`config.mk`:
```
export PLATFORM = sky130hd
export DESIGN_NAME = load_store_unit
export DESIGN_NICKNAME = d
export VERILOG_FILES = /design/src/rtl/load_store_unit.sv
export SDC_FILE = /design/constraint.sdc
export NUM_CORES = 1
export LEC_CHECK = 0
export CAP_MARGIN = 20
export CELL_PAD_IN_SITES_DETAIL_PLACEMENT = 0
export CELL_PAD_IN_SITES_GLOBAL_PLACEMENT = 2
export CORE_ASPECT_RATIO = 0.7
export CORE_MARGIN = 4
export CORE_UTILIZATION = 21
export CTS_CLUSTER_DIAMETER = 30
export CTS_CLUSTER_SIZE = 12
export DETAILED_ROUTE_END_ITERATION = 12
export PLACE_DENSITY = 0.84
export SLEW_MARGIN = 10
export SYNTH_ARGS = -nofsm -noshare
export SYNTH_HDL_FRONTEND = slang
export SYNTH_SLANG_ARGS = --single-unit
```
`constraint.sdc`:
```
create_clock -name clk -period 1.7 [get_ports clk]
set_input_delay 0.34 -clock clk [delete_from_list [all_inputs] [get_ports clk]]
set_output_delay 0.34 -clock clk [all_outputs]
set_load 0.02 [all_outputs]
```
`src/rtl/load_store_unit.sv`:
```
// Memory-stage load/store unit: issues req/ack data-memory accesses with byte
// enables, formats load data, stalls the pipeline and flags faulted accesses.
module load_store_unit #(
  parameter int unsigned TIMEOUT = 16
) (
  input  logic        clk,
  input  logic        rst,
  input  logic        lsu_valid,
  input  logic        lsu_we,
  input  logic [2:0]  lsu_funct3,
  input  logic [31:0] lsu_addr,
  input  logic [31:0] lsu_wdata,
  output logic [31:0] lsu_rdata,
  output logic        lsu_stall,
  output logic        lsu_err,
  output logic        mem_req,
  output logic        mem_we,
  output logic [31:0] mem_addr,
  output logic [31:0] mem_wdata,
  output logic [3:0]  mem_be,
  input  logic        mem_ack,
  input  logic [31:0] mem_rdata
);

  localparam int unsigned CNT_W = (TIMEOUT < 2) ? 1 : $clog2(TIMEOUT);

  typedef enum logic [1:0] {IDLE, BUSY, DONE} state_t;

  state_t             state, state_n;
  logic [CNT_W-1:0]   cnt;
  logic [1:0]         off_q;
  logic [2:0]         f3_q;

  logic               illegal_c, start_c, bad_c, fin_ok_c, fin_to_c;
  logic [3:0]         be_c;
  logic [31:0]        wdata_c, shifted_c, load_c;

  // Access legality: reserved codes, unsigned stores, misaligned H/W
  always_comb begin
    illegal_c = 1'b0;
    if (lsu_funct3[1:0] == 2'b11)                           illegal_c = 1'b1;
    if (lsu_funct3 == 3'b110)                               illegal_c = 1'b1;
    if (lsu_we && lsu_funct3[2])                            illegal_c = 1'b1;
    if (lsu_funct3[1:0] == 2'b01 && lsu_addr[0])            illegal_c = 1'b1;
    if (lsu_funct3[1:0] == 2'b10 && lsu_addr[1:0] != 2'b00) illegal_c = 1'b1;
  end

  always_comb begin
    be_c    = 4'b1111;
    wdata_c = lsu_wdata;
    case (lsu_funct3[1:0])
      2'b00: begin
        be_c    = 4'b0001 << lsu_addr[1:0];
        wdata_c = {4{lsu_wdata[7:0]}};
      end
      2'b01: begin
        be_c    = 4'b0011 << lsu_addr[1:0];
        wdata_c = {2{lsu_wdata[15:0]}};
      end
      default: ;
    endcase
  end

  // Lane-select then extend the returned word
  always_comb begin
    shifted_c = mem_rdata >> {off_q, 3'b000};
    load_c    = shifted_c;
    case (f3_q)
      3'b000:  load_c = {{24{shifted_c[7]}}, shifted_c[7:0]};
      3'b001:  load_c = {{16{shifted_c[15]}}, shifted_c[15:0]};
      3'b100:  load_c = {24'd0, shifted_c[7:0]};
      3'b101:  load_c = {16'd0, shifted_c[15:0]};
      default: ;
    endcase
  end

  always_ff @(posedge clk) begin
    if (rst) state <= IDLE;
    else     state <= state_n;
  end

  always_comb begin
    state_n   = state;
    lsu_stall = 1'b0;
    start_c   = 1'b0;
    bad_c     = 1'b0;
    fin_ok_c  = 1'b0;
    fin_to_c  = 1'b0;
    case (state)
      IDLE: begin
        if (lsu_valid) begin
          lsu_stall = 1'b1;
          start_c   = 1'b1;
          if (illegal_c) begin
            bad_c   = 1'b1;
            state_n = DONE;
          end else begin
            state_n = BUSY;
          end
        end
      end
      BUSY: begin
        lsu_stall = 1'b1;
        if (mem_ack) begin
          fin_ok_c = 1'b1;
          state_n  = DONE;
        end else if (cnt == CNT_W'(TIMEOUT - 1)) begin
          fin_to_c = 1'b1;
          state_n  = DONE;
        end
      end
      DONE:    state_n = IDLE;
      default: state_n = IDLE;
    endcase
    // Never freeze the pipeline while reset is asserted
    if (rst) begin
      lsu_stall = 1'b0;
      start_c   = 1'b0;
      bad_c     = 1'b0;
      fin_ok_c  = 1'b0;
      fin_to_c  = 1'b0;
    end
  end

  always_ff @(posedge clk) begin
    if (rst) begin
      lsu_rdata <= 32'd0;
      lsu_err   <= 1'b0;
      mem_req   <= 1'b0;
      mem_we    <= 1'b0;
      mem_addr  <= 32'd0;
      mem_wdata <= 32'd0;
      mem_be    <= 4'd0;
      cnt       <= '0;
      off_q     <= 2'd0;
      f3_q      <= 3'd0;
    end else begin
      lsu_err <= bad_c | fin_to_c;
      if (start_c) begin
        mem_req   <= ~illegal_c;
        mem_we    <= lsu_we;
        mem_addr  <= {lsu_addr[31:2], 2'b00};
        mem_wdata <= wdata_c;
        mem_be    <= be_c;
        off_q     <= lsu_addr[1:0];
        f3_q      <= lsu_funct3;
        cnt       <= '0;
      end
      if (state == BUSY) cnt <= cnt + CNT_W'(1);
      if (fin_ok_c || fin_to_c) mem_req <= 1'b0;
      if (fin_ok_c && !mem_we) lsu_rdata <= load_c;
      if (fin_to_c && !mem_we) lsu_rdata <= 32'd0;
    end
  end

endmodule

```
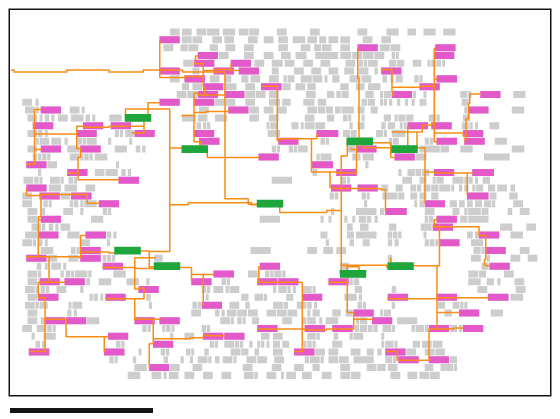
*Routed clock nets over the placement, run 1*
The bar under the picture is 50 µm long.
[flip-flops] magenta | count: 112
[clock wires] orange | length: 1630 µm
[clock drivers] green | count: 9
routed clock nets: 10
flops lie: widely spread
power in the clock group: 2.11 mW
clock network fraction of design power: 32.3%
clock insertion delay at the later pin of the skew report: 0.35 ns

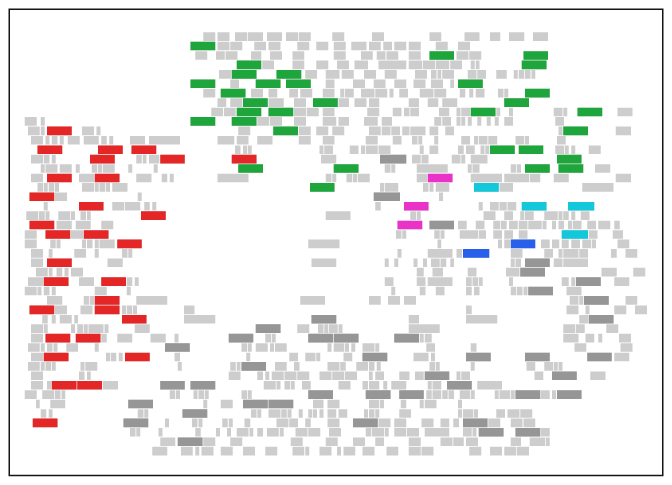
*Register map, names as in the netlist, run 1*
| name in the netlist | colour | placed flops |
|---|---|---|
| `cnt` | cyan | 4 |
| `mem_addr` | red | 30 |
| `f3_q` | magenta | 3 |
| `lsu_rdata` | green | 32 |
| `state` | blue | 2 |
Seq. pwr: 2.86 mW
Layout Utilization: 36.7%
sequential cell area share: 27.8%
area of all sequential standard cells: 2250 µm²

==> run summary, run 1 <==
Physical implementation.

- Counting flops with an async set or reset pin after synthesis yields a share of 0%.
- The highest clock rate this design can be run at is 0.583 GHz.
- The switching power as a share of total power is 28.9%.
- Summed over all nets, the switching power comes to 1.88 mW.
- The instance count of the mapped netlist is 571.
- The final worst-path setup slack is -0.0159 ns.
- The timing report lists the critical path depth as 4 cells.
- The worst path uses 101% of the clock period.
- The final reports fail on setup timing.
- The number of gates resized after CTS was 19.
- The kind of cell with the highest combined delay along the critical path is AND-OR/OR-AND gates.
- The run finished, with violations left.
- The inverter tally of the final layout excluding the clock network is 1.
- Per the repair_timing log after CTS, setup buffers inserted total 1.
- The number of input and output port buffers inserted is 205.
- The root buffer cell chosen for the clock tree is sky130_fd_sc_hd__clkbuf_16.
- The sum of internal, switching and leakage power is 6.52 mW.
- STA lists the maximum fanout along the critical path as 8.
- The most common cell after layout, fill and taps aside is sky130_fd_sc_hd__clkdlybuf4s50_1.
- The area of the mapped netlist is 4780 µm².
- The max-cap check violation count is 0.
- The biggest area contributor in the post-synthesis netlist is sky130_fd_sc_hd__dfxtp_1.
- By instance count, the leading cell after synthesis is sky130_fd_sc_hd__nand2_1.
- On the final layout, the worst clock skew is 0.00874 ns.
- The final-report max-slew violation count is 0.
- Adding up every negative setup slack in the final design gives -0.0802 ns.
- According to the floorplan log, the row count is 45.
- Clock cells make up 3.62% of the layout cell area.
- The final-stage net count is 918.
- The share of synthesized area in the top cell type comes to 46.9%.
- In the setup report, the worst path falls into the class input pin to flop.
- The setup violation total in the final timing report is 9.
- The count of multi-input combinational gates is 413.
- The buffers plus inverters on the worst setup path is 1.
- The area growth from synthesis to layout is 69.2%.
- In the final layout, the share of cells above drive strength 1 is 14.1%.
- Counting every sink on the clock net gives 112.
- The highest-power group is registers.
- In this run the full chip footprint comes out at 25300 µm².
- The power report puts the leakage power at 3.73 nW.
- The logic area is 2360 µm².
- The wire length of the first global-routing pass is 28000 µm.
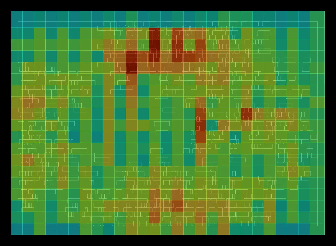
*Routing congestion map, run 1*
global route hottest layer: met1
wire length per cell after detailed routing: 16.4 µm
met3 Resource Use GR: 5.25%
met2 track demand over resource: 19.8%

-- run 1: worst min path at each step --
stage / from / end / slack [ns] / cells past startpoint
5_1_grt: mem_rdata[31] / lsu_rdata[31] / 0.39 / 3
3_5_place_dp: lsu_rdata[6] / lsu_rdata[6] / 0.45 / 2
2_1_floorplan: f3_q[2] / f3_q[2] / 0.45 / 2
4_1_cts: rst / state[1] / 0.43 / 4
6_report: mem_rdata[31] / lsu_rdata[31] / 0.42 / 3
3_3_place_gp: lsu_rdata[6] / lsu_rdata[6] / 0.44 / 2
-- run 1: routing by layer --
layer | track usage [%] | up-vias | share of wire [%]
met5 | 0 | - | 0
met4 | 3.10 | 0 | 1.1
met3 | 5.25 | 16 | 9.8
met2 | 19.8 | 165 | 40
met1 | 20.6 | 2217 | 49
li1 | - | 2488 | -
--- run 2 (diff from run 1) ---
Settings changed: CORE_ASPECT_RATIO 0.7 to 2, CORE_UTILIZATION 21 to 23, PLACE_DENSITY 0.84 to 0.87, SLEW_MARGIN 10 to 15.
Clock period 1.7 ns to 1.9 ns, I/O delays scaled along.
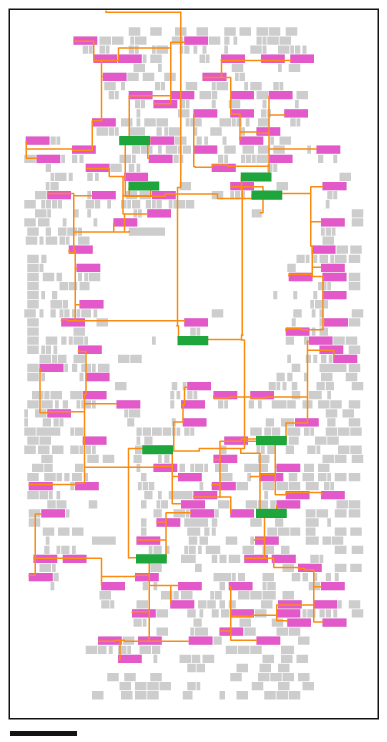
*Routed clock nets over the placement, run 2*
The bar under the picture is 20 µm long.
[clock drivers] green | count: 9
[flip-flops] magenta | count: 112
[clock wires] orange | length: 1610 µm
routed clock nets: 10
flops lie: widely spread

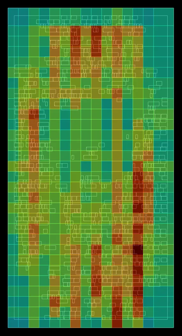
*Routing congestion map, run 2*
total routing resource utilization after global routing: 15.9%
Global Route met1 Usage: 15.9%
met2 track demand over resource: 30.2%

==> run summary, run 2 <==
Physical implementation.

- The routed design shows a wire length per standard cell of 17.3 µm.
- In the detailed route, the total length drawn on met2 is 10400 µm.
- The synthesized netlist handed to floorplanning was reported with a cell count of 571.
- The flow ran to the end, and the final reports show no timing, DRC or antenna violations.
- The final-report max-slew violation count is 0.
- The total of cells resized after clock tree synthesis is 3.
- Sequential cells make up 29.2% of the cell area.
- In this run the top signal layer used is met4.
- The final design was reported to hold multi-input combinational gates totalling 412.
- Wire segments on met3 add up to 989 µm in the final route.
- The clock-cell share of area is 3.81%.
- Per the OpenROAD power report, switching power amounts to 1.64 mW.
- The number of cell rows is 74.
- The area overhead of the layout relative to synthesis is 60.8%.
- The skew report gives the latency at the later pin of the worst-skew pair as 0.35 ns.
- The root cell of the clock tree is sky130_fd_sc_hd__clkbuf_16.
- The maximum operating frequency is 0.550 GHz.
- The dominant delay contributor by cell family on the critical path is AND-OR/OR-AND gates.
- The report counts max-capacitance violations totalling 0.
- Sorting the Yosys area breakdown by cell type puts at the top sky130_fd_sc_hd__dfxtp_1.
- The reported sequential group power is 2.56 mW.
- The part of the cycle the worst path needs is 95.7%.
- Per the placement log, port buffering inserted 205 buffers.
- The most common cell after layout, fill and taps aside is sky130_fd_sc_hd__clkdlybuf4s50_1.
- The launch point of the worst min-delay path is recorded as rst.
- sky130_fd_sc_hd__nand2_1 is the most common cell in the netlist.
- The inverter tally of the final layout excluding the clock network is 1.
- For this run, the final setup violation count is recorded as 0.
- The highest-power group is registers.
- The script extracted a total leakage power of 2.84 nW.
- Before any placement, the netlist area is recorded as 4780 µm².
- After the last flow step, the layout net total stands at 895.
- The logic area is 2330 µm².
- The overall die size recorded for this design is 23300 µm².
- The setup skew after layout is 0.00981 ns.
- The fraction of synthesized cell area taken by the top area cell type is 46.9%.
- Counting instances, the worst hold path has a depth of 3.
- The timing report notes that buffer and inverter cells on the critical path total 1.
- All stages included, the depth of the critical timing path comes to 4.
- The clock network power is 1.94 mW.
- Per the timing report, the biggest fanout along the worst path comes to 16.
- Clock tree synthesis found a total of 112 sinks.
- The classification of the worst setup path is input pin to flop.
- The ratio of cells with drive above 1 in the final layout is 10.1%.
run 2: netlist changes by cell type in the layout (fill, tap and decap cells not counted), sizes merged:
cell and change:
o2111a -1, dlymetal6s2s -44, bufinv +1, buf -23, clkdlybuf4s50 +51, clkbuf +3
clkinv -3, dlygate4sd2 -6, inv -1
run 2: per-stage QoR:
stage / utilization (%) / area [µm²]
after floorplan: - / 4780
after global placement: 36.1 / 7380
after detailed placement: 36.1 / 7380
after CTS: 37.5 / 7680
after global routing: 37.5 / 7680
final: 37.5 / 7680
run 2: routing by layer:
metal | global-route usage, % | vias to the layer above
met1 | 15.9 | 2205
met2 | 30.2 | 154
li1 | - | 2427
met4 | 7.79 | 0
met3 | 2.96 | 30
met5 | 0 | -
Power and IR drop assume default switching activity.
